Fig. 1: met3 routing
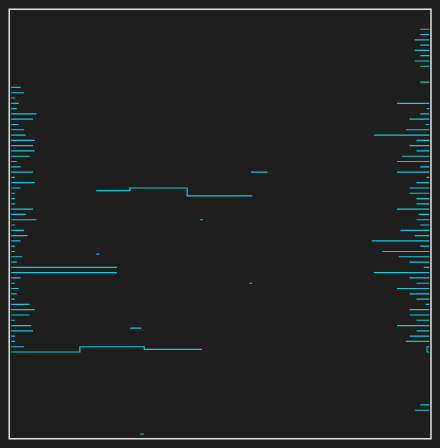
Fig. 2: close-up of the layout
Bar = 10 microns. Region (14, 15) to (39, 40) microns. Cells in gray, sequential cells in the stronger gray; small squares are vias.
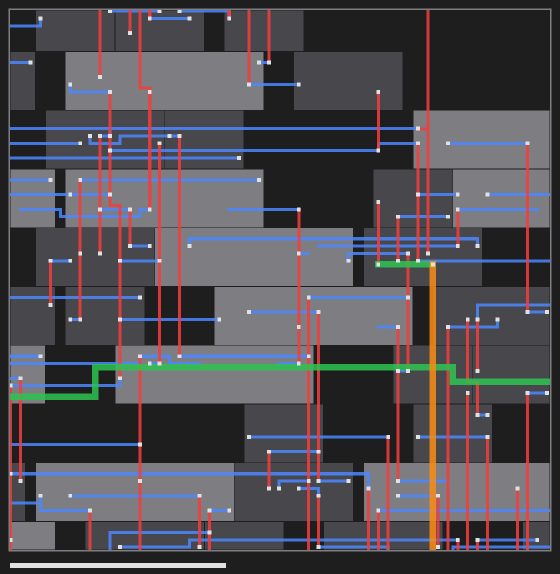
Fig. 3: routing congestion map
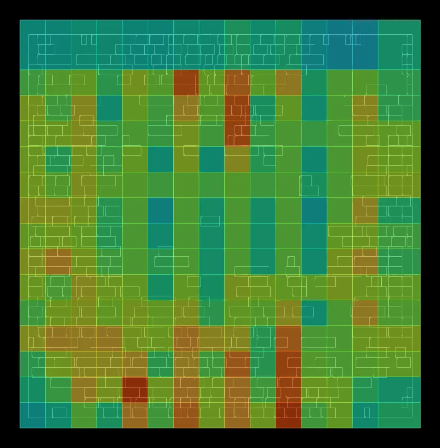
Fig. 4: gate families picked out
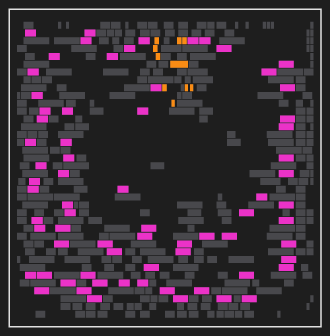
Fig. 5: I/O nets highlighted
Bar = 20 microns.
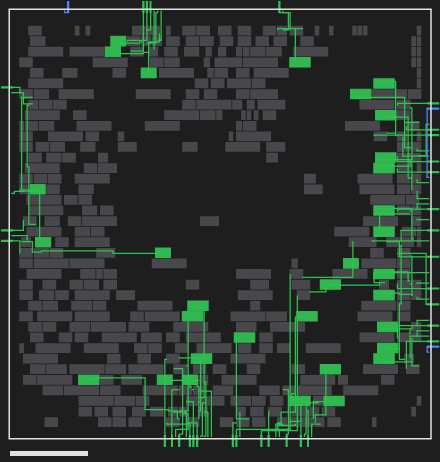
<file path="config.mk">
export PLATFORM = sky130hd
export DESIGN_NAME = wb_commit
export DESIGN_NICKNAME = d
export VERILOG_FILES = /design/src/rtl/wb_commit.sv
export SDC_FILE = /design/constraint.sdc
export NUM_CORES = 1
export LEC_CHECK = 0
export CORE_AREA = 2 2 106 108
export DETAILED_ROUTE_END_ITERATION = 16
export DIE_AREA = 0 0 108 110
export HOLD_SLACK_MARGIN = 0.02
export MAX_ROUTING_LAYER = met4
export PLACE_DENSITY = 0.77
export SKIP_CTS_REPAIR_TIMING = 1
export SYNTH_ARGS = -nofsm -noshare
export SYNTH_HDL_FRONTEND = slang
export SYNTH_SLANG_ARGS = --single-unit
</file>
<file path="constraint.sdc">
create_clock -name clk -period 2.9 [get_ports clk]
set_input_delay 0.725 -clock clk [delete_from_list [all_inputs] [get_ports clk]]
set_output_delay 0.725 -clock clk [all_outputs]
set_load 0.05 [all_outputs]
</file>
<file path="src/rtl/wb_commit.sv">
// Commit stage: owns EFLAGS, drives the register-file write port and runs stores over a req/ack handshake.
// Optional retire counter output enabled by defining WB_RETIRE_CNT_EN.
module wb_commit (
  input  logic        clk,
  input  logic        rst_n,
  input  logic        v,
  input  logic        mwe,
  input  logic        rfwe,
  input  logic [2:0]  drid,
  input  logic [31:0] aluval,
  input  logic [31:0] maddr,
  input  logic [31:0] flags,
  input  logic [31:0] flagwe,
  input  logic        mem_ack,
  output logic        stall,
  output logic        mem_req,
  output logic [31:0] mem_addr,
  output logic [31:0] mem_data,
  output logic        rf_we,
  output logic [2:0]  rf_id,
  output logic [31:0] rf_data,
  output logic [31:0] eflags
`ifdef WB_RETIRE_CNT_EN
  ,
  output logic [31:0] retire_cnt
`endif
);

  typedef enum logic {
    S_IDLE  = 1'b0,
    S_STORE = 1'b1
  } state_t;

  localparam logic [31:0] FLAG_MASK  = 32'h0000_08D5;
  localparam logic [31:0] EFLAGS_RST = 32'h0000_0002;

  state_t      r_state;
  state_t      w_state_next;
  logic        r_mem_req;
  logic        w_mem_req_next;
  logic [31:0] r_mem_addr;
  logic [31:0] w_mem_addr_next;
  logic [31:0] r_mem_data;
  logic [31:0] w_mem_data_next;
  logic [31:0] r_eflags;
  logic [31:0] w_eflags_next;
  logic        w_ack;
  logic        w_commit;
  logic [31:0] w_fmask;

  assign w_ack    = (r_state == S_STORE) & mem_ack;
  assign w_commit = v & (~mwe | w_ack);
  assign w_fmask  = flagwe & FLAG_MASK;

  assign stall    = v & mwe & ~w_ack;
  assign rf_we    = w_commit & rfwe;
  assign rf_id    = drid;
  assign rf_data  = aluval;
  assign mem_req  = r_mem_req;
  assign mem_addr = r_mem_addr;
  assign mem_data = r_mem_data;
  assign eflags   = r_eflags;

  always_ff @(posedge clk or negedge rst_n) begin
    if (!rst_n) begin
      r_state    <= S_IDLE;
      r_mem_req  <= 1'b0;
      r_mem_addr <= 32'h0;
      r_mem_data <= 32'h0;
      r_eflags   <= EFLAGS_RST;
    end else begin
      r_state    <= w_state_next;
      r_mem_req  <= w_mem_req_next;
      r_mem_addr <= w_mem_addr_next;
      r_mem_data <= w_mem_data_next;
      r_eflags   <= w_eflags_next;
    end
  end

  always_comb begin
    w_state_next    = r_state;
    w_mem_req_next  = r_mem_req;
    w_mem_addr_next = r_mem_addr;
    w_mem_data_next = r_mem_data;
    case (r_state)
      S_IDLE: begin
        if (v & mwe) begin
          w_state_next    = S_STORE;
          w_mem_req_next  = 1'b1;
          w_mem_addr_next = maddr;
          w_mem_data_next = aluval;
        end
      end
      S_STORE: begin
        if (mem_ack) begin
          w_state_next   = S_IDLE;
          w_mem_req_next = 1'b0;
        end
      end
      default: begin
        w_state_next   = S_IDLE;
        w_mem_req_next = 1'b0;
      end
    endcase
  end

  // Bit 1 is or-ed back in so it reads 1 even if the register were ever disturbed.
  always_comb begin
    w_eflags_next = r_eflags;
    if (w_commit) begin
      w_eflags_next = (r_eflags & ~w_fmask) | (flags & w_fmask) | EFLAGS_RST;
    end
  end

`ifdef WB_RETIRE_CNT_EN
  logic [31:0] r_retire_cnt;

  always_ff @(posedge clk or negedge rst_n) begin
    if (!rst_n) begin
      r_retire_cnt <= 32'h0;
    end else if (w_commit) begin
      r_retire_cnt <= r_retire_cnt + 32'd1;
    end
  end

  assign retire_cnt = r_retire_cnt;
`endif

endmodule

</file>
==> changes_impl.md <==
## Flow update

* Run status: finished, final reports clean
* Yosys Instances at 228
* Final ANT Viol Nets at 0
* Chip height at 110 microns
* Hold WS at 492 ps
* Comb group at 1.91 mW
* Pwr dens at 773 mW/mm^2
* Avg Vias per Cell at 4.16
* Most frequent cells in the layout: clkdlybuf4s50_1 (151), dfrtp_1 (72), mux2_4 (38)
* Synthesized area at 0.00335 sq mm
* Max IR drop VDD at 353 uV
* Crit path to: rf_we
* Slew Limit Headroom at 0.405
* Core area at 0.0107 sq mm
* CTS tree: done
* Antenna violations before repair at 0
* Die width at 108 microns
* Post-DP Area at 0.00493 sq mm
* Num CTS Buffers at 9
* # clock sinks at 72
* LEAKAGE at 2.33 nW
* Cell row count at 38
* First-pass GRT wire length at 11.6 mm
* Most common cell in the synthesized netlist: dfrtp_1
* Post-synth seq share at 0.537
* Power Total at 3.95 mW
* Share of cells above drive strength 1 at 0.323
* Post-synth top cells: dfrtp_1 (72), buf_4 (62), mux2_4 (38), mux2_2 (32), nand3_1 (6)
* I/O pin total at 271
* Number of enable flip-flop cells at 0
* Main logic family after synthesis: multiplexers
* Max clock buf depth at 2
* Highest-power group: combinational logic
* Yosys chip area at 0.00335 sq mm
* Initial drt markers at 75
* Port buffer count at 186
* Final setup TNS at 0 ps
* Cell family with most CP delay: buffers and inverters
* CP max stage delay at 550 ps
* Largest net degree at the start of global routing at 73
* Net Sw Frac at 0.428
* Nets at 519
* Max Slew Vio Count at 0
* Worst Path Buf+Inv at 2
* Power Sequential at 1.33 mW
* Placed Cells at 511
* CP Cell Sequence: clkdlybuf4s50_1 -> a21bo_2 -> and3_1 -> buf_12
* Setup Skew at 7.21 ps
* Critical path depth in cells at 4
* Synth cell types at 14
* Mapped Cells at 228
* Worst Reg-to-Reg Cells at 4
* Fin crit share at 0.921
* HPWL Detailed at 5.67 mm
* Clk. pwr at 0.699 mW
* Main area contributors: dfrtp_1 (54%), mux2_4 (17%), buf_4 (14%)
* Crit end category: output pin
* Post-route design area at 0.00511 sq mm
* Area leader share at 0.537
* Gpl congestion at 0.755
* Max_cap viols at 0
* Adders+Majority by Area at 0
* Root Buffer: clkbuf_8
* Beginning of the critical path: mwe
* Hold Startpoint: mem_req$_DFFE_PN0P_
* Ys async rst share at 1.00
* Diode count at 0
* Fin crit period at 2670 ps
* Die area at 0.0119 sq mm
* Synth mux share at 0.278
* Layout area overhead at 52.2%
* Yosys warning count at 0
## Picture notes: Fig. 1
nets with wire on the layer = 110
main direction = horizontal
wire length on this layer = 548 microns
share of all routed wire = 7.1%

## Picture notes: Fig. 2
blue -> M1
green -> M3
orange -> M4
red -> M2
most frequent = clkdlybuf4s50_1 (10), dfrtp_1 (8), mux2_4 (5)
cells with their middle in the window = 25
sequential cells in the window = 8
netlist names of flops here include = mem_addr (7), mem_data (1)

## Picture notes: Fig. 3
total track usage: 0.132
wire length per cell: 14.6 microns
utilization after layout: 0.477
GR Util met1: 0.152

## Picture notes: Fig. 4
orange -> nand cells  # cells 10, most used nand3_1, where top middle
magenta -> mux cells  # cells 70, most used mux2_4, where spread over the die
logic share of the area: 0.218
dominant logic cell type in the layout: clkdlybuf4s50_1
non-filler cells, final: 527

## Picture notes: Fig. 5
green -> aluval  # bits 32, direction input, edge 13 bottom, 12 right, 4 top, 3 left, end cells 32, buffers 64, wire 1350 microns
blue -> rf_id  # bits 3, direction output, edge 2 right, 1 top, end cells 0, buffers 0, wire 22.7 microns

[state kept, by name (all words and copies together) (netlist names), named ones only]
name,count
mem_req,1
r_state,1
mem_addr,32
mem_data,32
[layer usage]
metal / global-route usage / part of all wire / vias up
li1: - / - / 992
met2: 0.220 / 0.52 / 114
met5: - / 0 / -
met3: 0.0364 / 0.071 / 11
met4: 0.0504 / 0.016 / 0
met1: 0.152 / 0.39 / 1076
[final cells by class]
cell class	instances	area (sq um)
well taps	140	175
repair buffers	188	1840
fillers	955	5590
multi-input cells	110	1110
inverters	1	3.75
clock buffers	9	124
clock inverters	7	47.5
flip-flops and latches	72	1800
Power figures rest on the tool's default switching activity, not on a simulated workload.
